==> src/rtl/down_counter_pkg.sv <==
`default_nettype none
// ---------------------------------------------------------------------------
// down_counter_pkg : shared state type and default width for down_counter
// Rev 1.0
// ---------------------------------------------------------------------------
package down_counter_pkg;

  localparam int DC_WIDTH_DEFAULT = 16;

  typedef enum logic [0:0] {
    IDLE = 1'b0,
    RUN  = 1'b1
  } dc_state_t;

endpackage
`default_nettype wire

==> src/rtl/down_counter.sv <==
`default_nettype none
// ---------------------------------------------------------------------------
// down_counter : loadable down-counter/timer with valid/ready load and done
//                pulse; DOWN_COUNTER_AUTORELOAD_EN enables periodic reload
// Rev 1.0
// ---------------------------------------------------------------------------
module down_counter
  import down_counter_pkg::*;
#(
  parameter int WIDTH = DC_WIDTH_DEFAULT
) (
  input  logic             clk,
  input  logic             reset,
  input  logic             enable,
  input  logic             load_valid,
  output logic             load_ready,
  input  logic [WIDTH-1:0] load_val,
  input  logic             abort,
  output logic [WIDTH-1:0] dat_out,
  output logic             busy,
  output logic             done
);

  dc_state_t        state_q;
  logic [WIDTH-1:0] count_q;
  logic [WIDTH-1:0] count_d;
  logic             done_q;
`ifdef DOWN_COUNTER_AUTORELOAD_EN
  logic [WIDTH-1:0] reload_q;
`endif

  assign count_d = count_q - WIDTH'(1);

  always_ff @(posedge clk) begin
    if (reset) begin
      state_q  <= IDLE;
      count_q  <= '0;
      done_q   <= 1'b0;
`ifdef DOWN_COUNTER_AUTORELOAD_EN
      reload_q <= '0;
`endif
    end else begin
      done_q <= 1'b0;
      case (state_q)
        IDLE: begin
          if (load_valid) begin
            count_q  <= load_val;
`ifdef DOWN_COUNTER_AUTORELOAD_EN
            reload_q <= load_val;
`endif
            // A zero start value has already expired: signal it without running.
            if (load_val != '0) state_q <= RUN;
            else                done_q  <= 1'b1;
          end
        end
        RUN: begin
          if (abort) begin
            state_q <= IDLE;
          end else if (enable) begin
            if (count_q == WIDTH'(1)) begin
              done_q  <= 1'b1;
`ifdef DOWN_COUNTER_AUTORELOAD_EN
              count_q <= reload_q;
`else
              count_q <= '0;
              state_q <= IDLE;
`endif
            end else begin
              count_q <= count_d;
            end
          end
        end
        default: state_q <= IDLE;
      endcase
    end
  end

  assign dat_out    = count_q;
  assign done       = done_q;
  assign busy       = (state_q == RUN);
  assign load_ready = (state_q == IDLE);

endmodule
`default_nettype wire

==> config.mk <==
export PLATFORM = sky130hd
export DESIGN_NAME = down_counter
export DESIGN_NICKNAME = d
export VERILOG_FILES = /design/src/rtl/down_counter_pkg.sv /design/src/rtl/down_counter.sv
export SDC_FILE = /design/constraint.sdc
export NUM_CORES = 1
export LEC_CHECK = 0
export CAP_MARGIN = 25
export CORE_MARGIN = 3
export CORE_UTILIZATION = 41
export DETAILED_ROUTE_END_ITERATION = 6
export PLACE_DENSITY = 0.72
export RECOVER_POWER = 50
export SYNTH_ARGS = -nofsm -noshare
export SYNTH_HDL_FRONTEND = slang
export SYNTH_SLANG_ARGS = --single-unit
export TNS_END_PERCENT = 10
==> constraint.sdc <==
create_clock -name clk -period 1.6 [get_ports clk]
set_input_delay 0.24 -clock clk [delete_from_list [all_inputs] [get_ports clk]]
set_output_delay 0.24 -clock clk [all_outputs]
set_load 0.1 [all_outputs]
==> qor.txt <==
Ys Warns: 0
relative slew slack: 0.6397
top power consumer group: combinational logic
routed vias/inst: 6.233
final setup fails: 12
Compound Share, Synth: 0.2642
Worst path slowest cell: or4b_1
Seq. pwr: 0.543 mW
placed cell area: 0.002167 mm^2
failing checks: setup timing
Die H: 61.44 um
Synth mux share: 0
largest net degree at the start of global routing: 19
status: complete, but fails checks
CTS tree: built
Reg2Reg Depth: 6
fin. max-slew vios: 0
Detail Route met3 WL: 376 um
Hold Path Cell Cnt: 2
setup ws final: -0.1805 ns
CP max FO: 5
Clock transition at path regs: 0.11 ns
Yosys Instances: 153
hold_buf cts: 0
clk root buf: clkbuf_4
CTS Buf Count: 3
Fin Setup TNS: -1.115 ns
synth_stat cells, drive strengths merged (2+ instances only):
library cell / number
nand2b: 3
inv: 8
o21ai: 6
buf: 6
nor4: 7
a211oi: 3
and3: 7
a21oi: 11
nor3: 4
nor2b: 3
nand3b: 2
a22oi: 2
nand3: 8
nand2: 8
a32oi: 2
or4: 4
nand4: 6
dfxtp: 18
a31oi: 11
nor2: 7
ha: 2
nand4b: 2
clkbuf: 5
a221oi: 2
o32ai: 4
layout make-up:
type | count | area (um^2) | share of cell area
sequential | 18 | 392.9 | 0.1725
multi-input combinational | 116 | 872.1 | 0.3830
tap | 31 | 38.79 | 0.01703
timing repair buffer | 85 | 914.6 | 0.4016
clock buffer | 4 | 26.28 | 0.01154
inverter | 8 | 32.53 | 0.01429
clk_routes.png
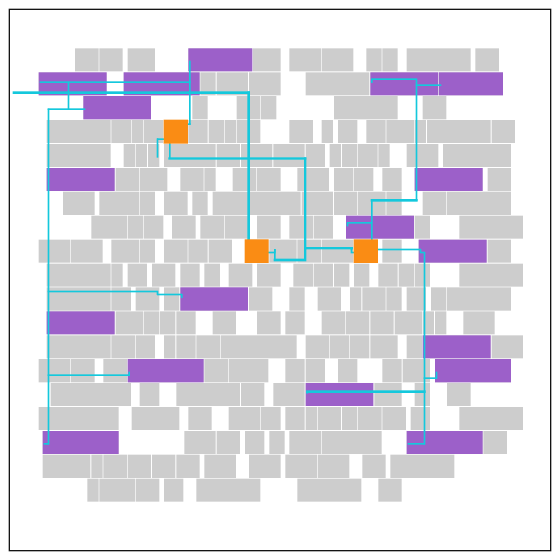
legend:
  flip-flops:
    colour: purple
    count: 18
  clock wires:
    colour: cyan
    length: 269 um
  clock drivers:
    colour: orange
    count: 3
flops lie: widely spread
routed clock nets: 4
clk ins delay skew pair: 0.31 ns
Clock power frac: 0.131
clock skew: 0.005493 ns
Clock group: 0.249 mW

placement_by_type.png
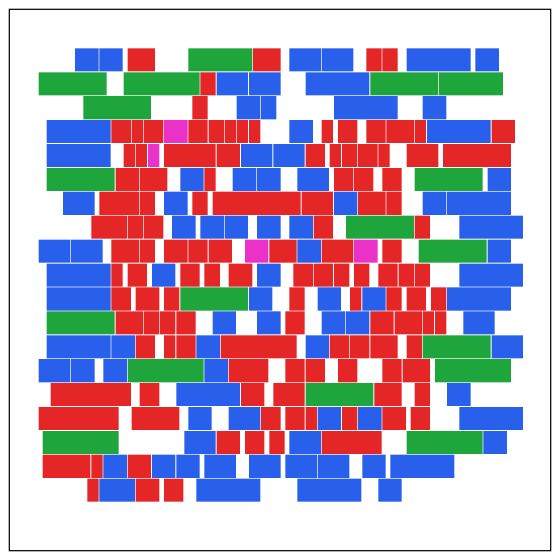
legend:
  clock drivers and dummy loads:
    colour: magenta
    cells: 4
  combinational and other logic:
    colour: red
    cells: 124
  flops:
    colour: green
    cells: 18
  other buffers and delay cells:
    colour: blue
    cells: 85
fraction of area in registers: 0.1725
fin area: 0.002277 mm^2
row cnt: 19
end-of-flow core utilization: 0.7982
CORE AREA: 0.002853 mm^2

io_fan.png
The bar under the picture is 20 um long.
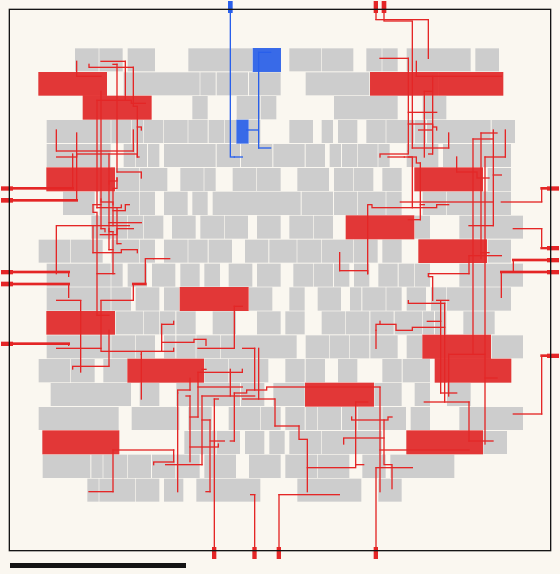
legend:
  dat_out:
    colour: red
    bits: 16
    direction: output
    end_cells: 16
    buffers: 31
    wire: 926 um
  enable:
    colour: blue
    bits: 1
    direction: input
    end_cells: 2
    buffers: 1
    wire: 32.9 um
Port Buffers: 39
io pins: 40

sizes.png
The bar under the picture is 20 um long.
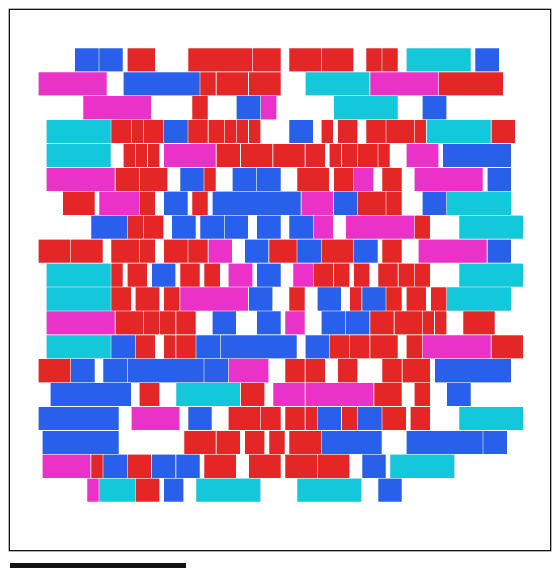
legend:
  _0 and _1 cells:
    colour: red
    cells: 124
    share: 54%
  _2 cells:
    colour: magenta
    cells: 27
    share: 12%
  _6 and larger:
    colour: cyan
    cells: 19
    share: 8.2%
  _3 and _4 cells:
    colour: blue
    cells: 61
    share: 26%
area grow syn2layout: 80.73%
Non-Clock Buffer Count: 85
setup ws final: -0.1805 ns

No activity file was given, so power comes from the tool's default toggle rates.
